**config.mk**
```make
export PLATFORM = sky130hd
export DESIGN_NAME = r2l_exp
export DESIGN_NICKNAME = d
export VERILOG_FILES = /design/src/rtl/r2l_exp_pkg.sv /design/src/rtl/mul_lo32.sv /design/src/rtl/r2l_exp.sv
export SDC_FILE = /design/constraint.sdc
export NUM_CORES = 2
export LEC_CHECK = 0
export CORE_ASPECT_RATIO = 2
export CORE_UTILIZATION = 66
export DETAILED_ROUTE_END_ITERATION = 6
export PLACE_DENSITY_LB_ADDON = 0.3
export SLEW_MARGIN = 20
export SYNTH_ARGS = -nofsm -noshare
export SYNTH_HDL_FRONTEND = slang
export SYNTH_SLANG_ARGS = --single-unit
```
**constraint.sdc**
```tcl
create_clock -name clk -period 13.8 [get_ports clk]
set_input_delay 4.14 -clock clk [delete_from_list [all_inputs] [get_ports clk]]
set_output_delay 4.14 -clock clk [all_outputs]
set_load 0.01 [all_outputs]
```
**src/rtl/r2l_exp_pkg.sv**
```systemverilog
// r2l_exp_pkg: shared widths and FSM state encoding for the r2l_exp block.
//   OPW  - operand width (base A and exponent B)
//   RESW - result / accumulator / squared-base width
//   state_t - IDLE, RUN, DONE; encoding 2'd3 is unused.
package r2l_exp_pkg;

    localparam int unsigned OPW  = 16;
    localparam int unsigned RESW = 32;

    typedef enum logic [1:0] {
        IDLE = 2'd0,
        RUN  = 2'd1,
        DONE = 2'd2
    } state_t;

endpackage

```
**src/rtl/mul_lo32.sv**
```systemverilog
// mul_lo32: combinational 32x32 multiplier keeping only the low 32 bits.
// Ports:
//   a - multiplicand, 32 bits
//   b - multiplier, 32 bits
//   p - low 32 bits of a*b
module mul_lo32 (
    input  logic [31:0] a,
    input  logic [31:0] b,
    output logic [31:0] p
);

    // Context width is 32 bits, so the high half is dropped (mod 2^32 wrap).
    assign p = a * b;

endmodule

```
**src/rtl/r2l_exp.sv**
```systemverilog
// r2l_exp: C = A^B mod 2^32 by right-to-left binary exponentiation, one exponent
// bit per clock.
// Ports:
//   clk   - rising-edge clock
//   rst   - asynchronous active-low reset
//   start - request, level-sensitive, sampled only in IDLE
//   A     - base, 16-bit unsigned
//   B     - exponent, 16-bit unsigned
//   C     - result, held from DONE entry until the next completed run
//   Done  - high exactly while the FSM is in DONE
module r2l_exp
    import r2l_exp_pkg::*;
(
    input  logic            clk,
    input  logic            rst,
    input  logic            start,
    input  logic [OPW-1:0]  A,
    input  logic [OPW-1:0]  B,
    output logic [RESW-1:0] C,
    output logic            Done
);

    state_t          state_q, state_d;
    logic [RESW-1:0] r_q, r_d;
    logic [RESW-1:0] base_q, base_d;
    logic [OPW-1:0]  e_q, e_d;
    logic [RESW-1:0] c_q, c_d;

    logic [RESW-1:0] r_mul;
    logic [RESW-1:0] base_sq;

    mul_lo32 u_mul_r (
        .a (r_q),
        .b (base_q),
        .p (r_mul)
    );

    mul_lo32 u_mul_sq (
        .a (base_q),
        .b (base_q),
        .p (base_sq)
    );

    always_comb begin
        state_d = state_q;
        r_d     = r_q;
        base_d  = base_q;
        e_d     = e_q;
        c_d     = c_q;

        case (state_q)
            IDLE: begin
                if (start) begin
                    base_d  = {{(RESW-OPW){1'b0}}, A};
                    e_d     = B;
                    r_d     = 32'd1;
                    state_d = RUN;
                end
            end
            RUN: begin
                if (e_q != '0) begin
                    if (e_q[0]) begin
                        r_d = r_mul;
                    end
                    base_d = base_sq;
                    e_d    = e_q >> 1;
                end else begin
                    c_d     = r_q;
                    state_d = DONE;
                end
            end
            DONE: begin
                // Held start keeps us here so a stuck request cannot retrigger.
                if (!start) begin
                    state_d = IDLE;
                end
            end
            default: begin
                state_d = IDLE;
            end
        endcase
    end

    always_ff @(posedge clk or negedge rst) begin
        if (!rst) begin
            state_q <= IDLE;
            r_q     <= 32'd1;
            base_q  <= '0;
            e_q     <= '0;
            c_q     <= '0;
        end else begin
            state_q <= state_d;
            r_q     <= r_d;
            base_q  <= base_d;
            e_q     <= e_d;
            c_q     <= c_d;
        end
    end

    assign C    = c_q;
    assign Done = (state_q == DONE);

endmodule

```
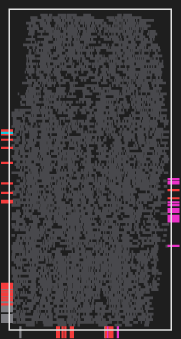
Fig. 1. Ports around the boundary.
Scale: 1 px per um. Pins as bars across the die edge, other pins in grey.
C: shown in red, pins 32, direction output, edge 20 left, 10 bottom, 2 right. clk: shown in cyan, pins 1, direction input, edge left. A: shown in magenta, pins 16, direction input, edge 14 right, 2 bottom.
All pins by edge: 38 left, 16 right, 14 bottom.
Chip Width: 161 um
port bufs: 67
Die Ht: 319 um

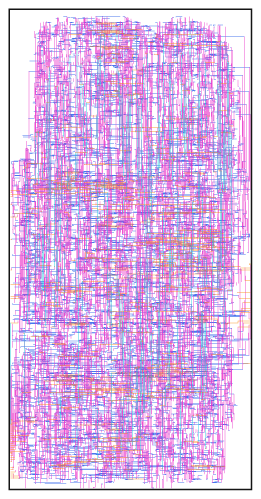
Fig. 2. Routed metal, one colour a layer.
Scale: 1.5 px per um.
met1: shown in blue, wire length 28.2 mm. met4: shown in cyan, wire length 7,720 um. met3: shown in orange, wire length 5,100 um. met2: shown in magenta, wire length 49.2 mm.
All-Layer GR Usage: 38.1%
DR WL/cell: 22.0 um

==> run summary <==
Ports: 68
met1 WL: 28,200 um
worst clock skew: 0.0104 ns
maximum fanout along the worst path: 25
setup bufs post-CTS: 0
Vias/cell: 5.90
Max Fclk: 0.117 GHz
cells in synth_stat.txt: 3,507
cell accounting for the most synthesized area: fa_1
# Taps: 643
synthesized instance count: 3,507
status: finished, final reports clean
Remaining DRCs: 0
CTS tree: built
AO/OA Area Share: 4.33%
Logic Gate Count: 2,408
origin of the worst min-delay path: r_q[8]$_DFFE_PN0P_
CP Depth: 27
hold slack: 0.499 ns
fraction of area in multi-input gates: 76.3%
Synth flops: 114
Final nets: 4,514
gp weighted congestion: 0.937
initial antenna violation count: 2
hold depth: 2
Critical Path End: base_q[29]$_DFFE_PN0P_
non-clk buf share: 2.80%
clk slew on worst S/H paths: 0.07 ns
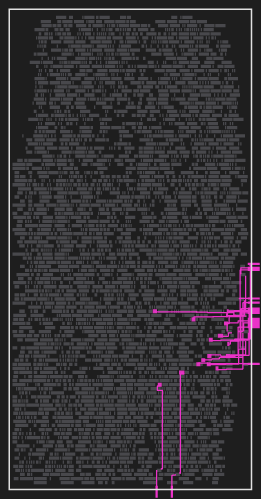
Fig. 3. I/O nets highlighted.
Scale: 1.5 px per um.
A: shown in magenta, direction input, end cells 16, buffers 16, wire 881 um.

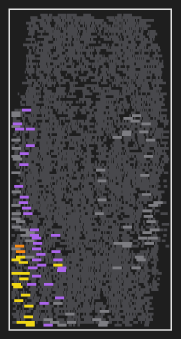
Fig. 4. Sequential cells coloured by netlist name.
Scale: 1 px per um.
state_q: shown in orange, sequential cells 2. e_q: shown in yellow, sequential cells 16, where bottom left. r_q: shown in purple, sequential cells 32.
Another 64 sequential cells are not coloured.

## stage by stage
| stage | utilization [%] | worst slack (ns) | instance area (um2) |
|---|---|---|---|
| after detailed placement | 69.5 | 5.36 | 34300 |
| after CTS | 70.7 | 5.33 | 34900 |
| after global routing | 70.7 | 4.98 | 34900 |
| final | 70.7 | 5.29 | 34900 |
| after floorplan | - | 6.15 | 33200 |
| after global placement | 69.5 | 5.48 | 34300 |
